Figure 1. Cell outlines without signal wires.
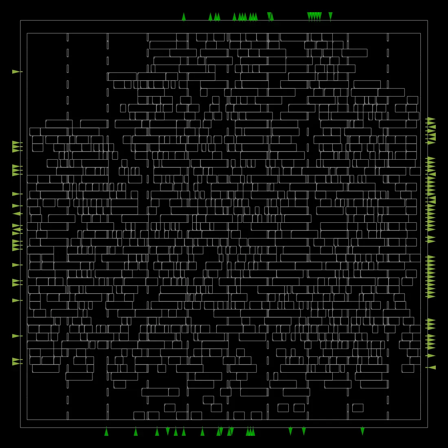
Figure 2. Pin map.
(3 px per µm) Pins as bars across the die edge, other pins in gray.
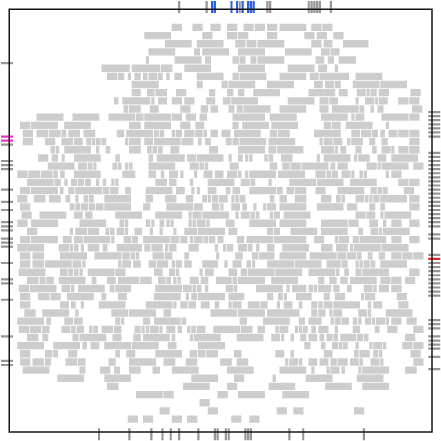
Figure 3. I/O nets highlighted.
(2 px per µm)
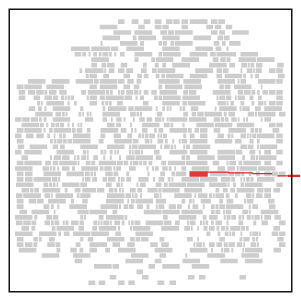
File: src/rtl/mem_bist_pkg.sv
`default_nettype none
// ============================================================================
//  Module      : mem_bist_pkg
//  Description : Shared types, constants and helpers for the memory BIST
//                controller (state/pattern enums, LFSR mask, parity).
//  Revision    : 1.0 - initial release
// ============================================================================
package mem_bist_pkg;

   // Controller states; width fixed so encodings are stable across tools
   typedef enum logic [2:0] {
      ST_IDLE  = 3'd0,
      ST_WRITE = 3'd1,
      ST_GAP   = 3'd2,
      ST_READ  = 3'd3,
      ST_DRAIN = 3'd4,
      ST_DONE  = 3'd5
   } bist_state_e;

   // Pattern selection as presented on pattern_sel
   typedef enum logic [1:0] {
      PAT_LFSR  = 2'b00,
      PAT_ADDR  = 2'b01,
      PAT_CHECK = 2'b10,
      PAT_NLFSR = 2'b11
   } bist_pat_e;

   localparam logic [7:0] LFSR_MASK = 8'hB8;
   localparam logic [7:0] c_PAT_55  = 8'h55;
   localparam logic [7:0] c_PAT_AA  = 8'hAA;

   // Odd parity bit: makes the 9-bit word carry an odd number of ones
   function automatic logic odd_par(input logic [7:0] b);
      return ~^b;
   endfunction

   // One step of the right-shifting Galois LFSR
   function automatic logic [7:0] lfsr_step(input logic [7:0] s);
      return s[0] ? ((s >> 1) ^ LFSR_MASK) : (s >> 1);
   endfunction

endpackage
`default_nettype wire

File: src/rtl/bist_pattern_gen.sv
`default_nettype none
// ============================================================================
//  Module      : bist_pattern_gen
//  Description : Byte pattern source for the BIST. Holds the LFSR and muxes
//                between LFSR, address-fold, checkerboard and inverted LFSR.
//                When reseed is high the seed is used combinationally in the
//                same cycle, so the first word of a phase sees the seed.
//  Revision    : 1.0 - initial release
// ============================================================================
module bist_pattern_gen
   import mem_bist_pkg::*;
#(
   parameter int         ADDR_W    = 16,
   parameter logic [7:0] LFSR_SEED = 8'hA5
) (
   input  logic              clk,
   input  logic              rst_n,
   input  logic              reseed,
   input  logic              advance,
   input  bist_pat_e         pattern_sel,
   input  logic [ADDR_W-1:0] addr,
   output logic [7:0]        pattern
);

   logic [7:0]  r_lfsr;
   logic [7:0]  w_cur;
   logic [15:0] w_a16;

   assign w_cur = reseed ? LFSR_SEED : r_lfsr;
   assign w_a16 = 16'(addr);

   // LFSR state: steps once per issued word, restarts from the seed on reseed
   always_ff @(posedge clk or negedge rst_n) begin
      if (!rst_n) begin
         r_lfsr <= LFSR_SEED;
      end else if (advance) begin
         r_lfsr <= lfsr_step(w_cur);
      end else if (reseed) begin
         r_lfsr <= LFSR_SEED;
      end
   end

   // Pattern mux for the word currently being issued
   always_comb begin
      pattern = w_cur;
      case (pattern_sel)
         PAT_LFSR:  pattern = w_cur;
         PAT_ADDR:  pattern = w_a16[7:0] ^ w_a16[15:8];
         PAT_CHECK: pattern = w_a16[0] ? c_PAT_AA : c_PAT_55;
         PAT_NLFSR: pattern = ~w_cur;
         default:   pattern = w_cur;
      endcase
   end

endmodule
`default_nettype wire

File: src/rtl/mem_bist_ctrl.sv
`default_nettype none
// ============================================================================
//  Module      : mem_bist_ctrl
//  Description : Memory self-test initiator. Writes a pattern over a window,
//                reads it back and compares data plus odd parity, reporting
//                pass and saturating ok/error counts. All outputs registered.
//                Optional macro BIST_FAIL_LOG_EN adds first-mismatch capture
//                (fail_addr / fail_exp / fail_got).
//  Revision    : 1.0 - initial release
// ============================================================================
module mem_bist_ctrl
   import mem_bist_pkg::*;
#(
   parameter int         ADDR_W    = 16,
   parameter int         DATA_W    = 8,
   parameter int         CNT_W     = 16,
   parameter logic [7:0] LFSR_SEED = 8'hA5
) (
   input  logic              clk,
   input  logic              rst_n,
   input  logic              start,
   input  logic [ADDR_W-1:0] base_addr,
   input  logic [ADDR_W-1:0] len_m1,
   input  logic [1:0]        pattern_sel,
   output logic              mem_write,
   output logic              mem_read,
   output logic [ADDR_W-1:0] mem_addr,
   output logic [DATA_W-1:0] mem_wdata,
   input  logic [DATA_W:0]   mem_rdata,
   output logic              busy,
   output logic              done,
   output logic              pass,
   output logic [CNT_W-1:0]  err_cnt,
   output logic [CNT_W-1:0]  ok_cnt
`ifdef BIST_FAIL_LOG_EN
   ,
   output logic [ADDR_W-1:0] fail_addr,
   output logic [DATA_W:0]   fail_exp,
   output logic [DATA_W:0]   fail_got
`endif
);

   bist_state_e       r_state;
   bist_state_e       w_state_nxt;

   logic [ADDR_W-1:0] r_base;
   logic [ADDR_W-1:0] r_len;
   bist_pat_e         r_sel;
   logic [ADDR_W-1:0] r_ptr;     // next address to issue
   logic [ADDR_W-1:0] r_rem;     // words still to issue after the current one

   logic              w_accept;
   logic              w_wr_d;
   logic              w_rd_d;
   logic              w_reseed;
   logic              w_adv;
   logic [ADDR_W-1:0] w_iss_addr;
   logic [ADDR_W-1:0] w_len_src;
   logic              w_busy_d;
   logic              w_done_d;
   bist_pat_e         w_sel;
   logic [7:0]        w_pat;

   logic [7:0]        r_rd_exp;  // pattern of the read in flight
   logic [7:0]        r_cmp_exp; // aligned with mem_rdata
   logic              r_cmp_vld;
   logic [DATA_W:0]   w_exp_word;
   logic              w_match;
   logic [CNT_W-1:0]  w_err_nxt;
   logic [CNT_W-1:0]  w_ok_nxt;

   assign w_accept   = (r_state == ST_IDLE) && start;
   assign w_sel      = (r_state == ST_IDLE) ? bist_pat_e'(pattern_sel) : r_sel;
   assign w_len_src  = (r_state == ST_IDLE) ? len_m1 : r_len;
   assign w_adv      = w_wr_d | w_rd_d;
   assign w_exp_word = (DATA_W+1)'({odd_par(r_cmp_exp), r_cmp_exp});
   assign w_match    = (mem_rdata == w_exp_word);

   bist_pattern_gen #(
      .ADDR_W    (ADDR_W),
      .LFSR_SEED (LFSR_SEED)
   ) u_pat (
      .clk         (clk),
      .rst_n       (rst_n),
      .reseed      (w_reseed),
      .advance     (w_adv),
      .pattern_sel (w_sel),
      .addr        (w_iss_addr),
      .pattern     (w_pat)
   );

   // State register
   always_ff @(posedge clk or negedge rst_n) begin
      if (!rst_n) begin
         r_state <= ST_IDLE;
      end else begin
         r_state <= w_state_nxt;
      end
   end

   // Next-state logic: phases end when no words remain to issue
   always_comb begin
      w_state_nxt = r_state;
      case (r_state)
         ST_IDLE:  if (start) w_state_nxt = ST_WRITE;
         ST_WRITE: if (r_rem == '0) w_state_nxt = ST_GAP;
         ST_GAP:   w_state_nxt = ST_READ;
         ST_READ:  if (r_rem == '0) w_state_nxt = ST_DRAIN;
         ST_DRAIN: w_state_nxt = ST_DONE;
         ST_DONE:  w_state_nxt = ST_IDLE;
         default:  w_state_nxt = ST_IDLE;
      endcase
   end

   // Output decode: next values for the registered strobes and address
   always_comb begin
      w_wr_d     = 1'b0;
      w_rd_d     = 1'b0;
      w_reseed   = 1'b0;
      w_iss_addr = r_ptr;
      case (r_state)
         ST_IDLE: begin
            if (start) begin
               w_wr_d     = 1'b1;
               w_reseed   = 1'b1;
               w_iss_addr = base_addr;
            end
         end
         ST_WRITE: w_wr_d = (r_rem != '0);
         ST_GAP: begin
            w_rd_d     = 1'b1;
            w_reseed   = 1'b1;
            w_iss_addr = r_base;
         end
         ST_READ:  w_rd_d = (r_rem != '0);
         default: begin
            w_wr_d = 1'b0;
         end
      endcase
      w_busy_d = (w_state_nxt == ST_WRITE) || (w_state_nxt == ST_GAP) ||
                 (w_state_nxt == ST_READ)  || (w_state_nxt == ST_DRAIN);
      w_done_d = (w_state_nxt == ST_DONE);
   end

   // Latched run configuration
   always_ff @(posedge clk or negedge rst_n) begin
      if (!rst_n) begin
         r_base <= '0;
         r_len  <= '0;
         r_sel  <= PAT_LFSR;
      end else if (w_accept) begin
         r_base <= base_addr;
         r_len  <= len_m1;
         r_sel  <= bist_pat_e'(pattern_sel);
      end
   end

   // Address pointer and remaining-word counter; address wraps naturally
   always_ff @(posedge clk or negedge rst_n) begin
      if (!rst_n) begin
         r_ptr <= '0;
         r_rem <= '0;
      end else if (w_reseed) begin
         r_ptr <= w_iss_addr + ADDR_W'(1);
         r_rem <= w_len_src;
      end else if (w_adv) begin
         r_ptr <= r_ptr + ADDR_W'(1);
         r_rem <= r_rem - ADDR_W'(1);
      end
   end

   // Registered memory interface and status outputs
   always_ff @(posedge clk or negedge rst_n) begin
      if (!rst_n) begin
         mem_write <= 1'b0;
         mem_read  <= 1'b0;
         mem_addr  <= '0;
         mem_wdata <= '0;
         busy      <= 1'b0;
         done      <= 1'b0;
         pass      <= 1'b0;
      end else begin
         mem_write <= w_wr_d;
         mem_read  <= w_rd_d;
         mem_addr  <= w_adv ? w_iss_addr : '0;
         mem_wdata <= w_wr_d ? DATA_W'(w_pat) : '0;
         busy      <= w_busy_d;
         done      <= w_done_d;
         if (w_accept) begin
            pass <= 1'b0;
         end else if (w_done_d) begin
            pass <= (w_err_nxt == '0);
         end
      end
   end

   // Expected-byte pipeline: one stage behind the read strobe, like mem_rdata
   always_ff @(posedge clk or negedge rst_n) begin
      if (!rst_n) begin
         r_rd_exp  <= '0;
         r_cmp_exp <= '0;
         r_cmp_vld <= 1'b0;
      end else begin
         r_rd_exp  <= w_rd_d ? w_pat : '0;
         r_cmp_exp <= r_rd_exp;
         r_cmp_vld <= mem_read;
      end
   end

   // Saturating counter updates from the compare stage
   always_comb begin
      w_err_nxt = err_cnt;
      w_ok_nxt  = ok_cnt;
      if (r_cmp_vld) begin
         if (w_match) begin
            if (ok_cnt != '1) w_ok_nxt = ok_cnt + CNT_W'(1);
         end else begin
            if (err_cnt != '1) w_err_nxt = err_cnt + CNT_W'(1);
         end
      end
   end

   // Counter registers, cleared when a run is accepted
   always_ff @(posedge clk or negedge rst_n) begin
      if (!rst_n) begin
         err_cnt <= '0;
         ok_cnt  <= '0;
      end else if (w_accept) begin
         err_cnt <= '0;
         ok_cnt  <= '0;
      end else begin
         err_cnt <= w_err_nxt;
         ok_cnt  <= w_ok_nxt;
      end
   end

`ifdef BIST_FAIL_LOG_EN
   logic [ADDR_W-1:0] r_cmp_addr;

   // First-mismatch capture; err_cnt==0 marks the first failing compare
   always_ff @(posedge clk or negedge rst_n) begin
      if (!rst_n) begin
         r_cmp_addr <= '0;
         fail_addr  <= '0;
         fail_exp   <= '0;
         fail_got   <= '0;
      end else begin
         r_cmp_addr <= mem_addr;
         if (w_accept) begin
            fail_addr <= '0;
            fail_exp  <= '0;
            fail_got  <= '0;
         end else if (r_cmp_vld && !w_match && (err_cnt == '0)) begin
            fail_addr <= r_cmp_addr;
            fail_exp  <= w_exp_word;
            fail_got  <= mem_rdata;
         end
      end
   end
`endif

endmodule
`default_nettype wire

File: config.mk
export PLATFORM = sky130hd
export DESIGN_NAME = mem_bist_ctrl
export DESIGN_NICKNAME = d
export VERILOG_FILES = /design/src/rtl/mem_bist_pkg.sv /design/src/rtl/bist_pattern_gen.sv /design/src/rtl/mem_bist_ctrl.sv
export SDC_FILE = /design/constraint.sdc
export NUM_CORES = 1
export LEC_CHECK = 0
export CAP_MARGIN = 20
export CORE_MARGIN = 2
export CORE_UTILIZATION = 43
export CTS_CLUSTER_DIAMETER = 80
export DETAILED_ROUTE_END_ITERATION = 8
export PLACE_DENSITY = 0.66
export SETUP_SLACK_MARGIN = 0.3
export SKIP_LAST_GASP = 1
export SLEW_MARGIN = 20
export SYNTH_ARGS = -nofsm -noshare
export SYNTH_HDL_FRONTEND = slang
export SYNTH_HIERARCHICAL = 1
export SYNTH_SLANG_ARGS = --single-unit
File: constraint.sdc
create_clock -name clk -period 3.25 [get_ports clk]
set_input_delay 0.325 -clock clk [delete_from_list [all_inputs] [get_ports clk]]
set_output_delay 0.325 -clock clk [all_outputs]
set_load 0.005 [all_outputs]
==> results.yml <==
# physical design summary
run_status:
  status: "complete, no violations"
final_layout:
  synthToLayoutAreaGrowth_pct: 24.9
  nFillCells: 1608
  layout-drive-gt1-share_pct: 16.9
setup_path:
  crit_type: "reg -> reg"
  cp.required_ps: 3540
  rr_startpoint: "r_rem[7]"
  critPathLaunchType: "flip-flop"
  crit_arrival_ps: 3100
  r2r_setup_slack_ps: 440
  cp_top_family: "simple AND/OR/NAND/NOR gates"
  path_cells: "or4_1, or3_4, nor3_4, nand4b_2, nand2_2, inv_2, nand4b_1, xor2_1, a21oi_1"
  critical_path_depth: 9
  crit_end: "r_rem[10]"
  path_max_fanout: 30
  cpMaxStageDelayCell: "or4_1"
  cpPeakStageDelay_ps: 560
power_and_ir_drop:
  clock_power_share_pct: 28.0
  power_density_mw_per_mm2: 744
  swShare_pct: 32.9
  p_int_w: 0.00499
  p_comb_share_pct: 32.7
  ir_drop_mv: 0.451
  p_leak_nw: 4.25
grt:
  grt_max_degree: 80
  grtUsageTotal_pct: 20.1
  gr-total-overflow: 0
  grt_pass1_vias: 6111
flow_run:
  maxCapViolCount: 0
  tool_warnings: 27
placed_design:
  post-place-cells: 1094
route:
  wirelength_um: 19000
  drt_iter0_markers: 355
  vias: 6111
  wl_per_cell_um: 16.8
  dr.pass1.iters: 5
  viasPerCell: 5.42
timing:
  hold_violations: 0
  hold_slack_ps: 351
  finalCritPeriodShare_pct: 86.4
  rsz0062_at_grt: "true"
  finalClockSkew_ps: 6.48
  tightest_slew_ps: 747
  slew_headroom_pct: 49.8
  finalSetupViolations: 0
  fmax_mhz: 356
  finalMaxSlewViolations: 0
  period_needed_ps: 2810
synthesis:
  yosysMostFrequentCell: "dfrtp_1"
  syn-instance-count: 773
  synth-seq-area-share_pct: 48.5
  netlist_area_mm2: 0.00801
  yosys-top-cells-count: "151 x dfrtp_1, 80 x nor2_1, 57 x nand2_1"
  ys_cells: 773
  ys_ff: 155
  synth.top_cell.area_share_pct: 47.2
  synthArstFlopShare_pct: 100
  yosysWarnings: 6
  syn_area_per_cell_um2: 10.4
  syn_nets: 823
hold_path:
  hold_path.class: "reg -> reg"
clock_network:
  cts_max_level: 4
  cts_root_buf: "clkbuf_16"
  clock-sinks: 155
  cts_tree: "yes"
  path_clk_slew_ps: 60
  cts_made_buffers: 17
  clkLatencyLatePin_ps: 430
About Figure 1:
core area: 0.0181 mm²
flop share of the area: 38.8%
Final Non-Filler Cells: 1127
Placement Rows: 49
num tapcells: 229

About Figure 2:
`busy`: in red, pins 1, direction output, edge right. `mem_wdata`: in blue, pins 8, direction output, edge top. `pattern_sel`: in magenta, pins 2, direction input, edge left.
All pins by edge: 48 right, 23 left, 19 top, 17 bottom.
DIE WIDTH: 140 µm
die extent in y: 140 µm
IO Port Bufs: 106

About Figure 3:
`busy`: in red, bits 1, direction output, edge right, end cells 1, wire 39.3 µm.
# IOs: 107

## flip-flops by register name, summed over array words and instances, names as in the netlist
register	flops
r_cmp_vld	1
r_state	3
r_sel	2
r_rd_exp	8
pass	1
r_cmp_exp	8
busy	1
mem_write	1
r_rem	16
r_base	16
mem_addr	16
r_len	16
done	1
mem_wdata	8
ok_cnt	16
r_ptr	16
err_cnt	16
u_pat/r_lfsr	8
mem_read	1
## layout make-up
class                   instances  area [µm²]  share of cell area (%)
multi-input cells             554        3830                    38.4
clock inverters                14         185                    1.85
clock buffers                  18         439                    4.39
inverters                      24        90.1                   0.901
repair buffers                133        1280                    12.8
well taps                     229         287                    2.87
flip-flops and latches        155        3880                    38.8
## through the flow
stage	cell area (µm²)	setup WS (ps)	total power (W)	util, %
6_report	10000	442	0.00744	55.3
5_1_grt	10000	230	0.00789	55.3
4_1_cts	9990	434	0.00750	55.3
3_5_place_dp	9360	307	0.00538	51.7
3_3_place_gp	9360	407	0.00534	51.7
2_1_floorplan	8010	406	0.00447	-
## kinds of logic (layout without fill, tap and decap cells)
logic type	Yosys count	after routing	synth area share, %
simple gates	289	289	19.8
flops	155	155	48.5
compound gates	129	129	10.8
xor+xnor	73	73	8.50
buf+inv	64	189	3.66
mux	59	59	8.08
fa+ha+maj	4	4	0.625
## repair_timing
item,in CTS,in global routing
endpoints found under the hold margin,75,0
setup endpoints to repair,0,6
resized,0,2
setup buffers,0,0
hold buffers,1,0
## power by group through the flow
stage / clock, W / sequential [W] / combinational (W)
2_1_floorplan: 0 / 0.00281 / 0.00166
3_3_place_gp: 0 / 0.00293 / 0.00240
3_5_place_dp: 0 / 0.00295 / 0.00243
4_1_cts: 0.00213 / 0.00292 / 0.00245
5_1_grt: 0.00221 / 0.00299 / 0.00269
6_report: 0.00208 / 0.00293 / 0.00243
## how the worst min path moves through the flow
| stage | startpoint | end | cells past startpoint |
|---|---|---|---|
| floorplan | rst_n | busy | 0 |
| global placement | r_rd_exp[0] | r_cmp_exp[0] | 0 |
| detailed placement | r_rd_exp[4] | r_cmp_exp[4] | 0 |
| CTS | r_rd_exp[6] | r_cmp_exp[6] | 0 |
| global route | r_rd_exp[3] | r_cmp_exp[3] | 0 |
| finish | r_rd_exp[6] | r_cmp_exp[6] | 0 |
## routing by layer
| metal | part of all wire (%) | global-route usage [%] | vias up |
|---|---|---|---|
| li1 | - | - | 2925 |
| met4 | 2.3 | 7.07 | 0 |
| met2 | 47 | 32.3 | 197 |
| met1 | 45 | 27.1 | 2950 |
| met5 | 0 | 0 | - |
| met3 | 5.3 | 4.38 | 39 |
## placed cells by master (no fill, tap or decap), types with 10 or more instances in the layout
cell type,n
inv_1,23
nand4_1,13
o21ai_0,29
clkdlybuf4s50_1,105
nand2_1,57
a22oi_1,14
nor2_1,80
nor3_1,12
xnor2_1,50
a211oi_1,13
mux2_2,45
xor2_1,20
buf_4,25
a21oi_1,26
and2_1,16
mux2i_1,14
and3_1,14
clkbuf_16,17
nor2b_1,10
dfrtp_1,151
nand3_1,20
Power is estimated from default activity; no workload was simulated.
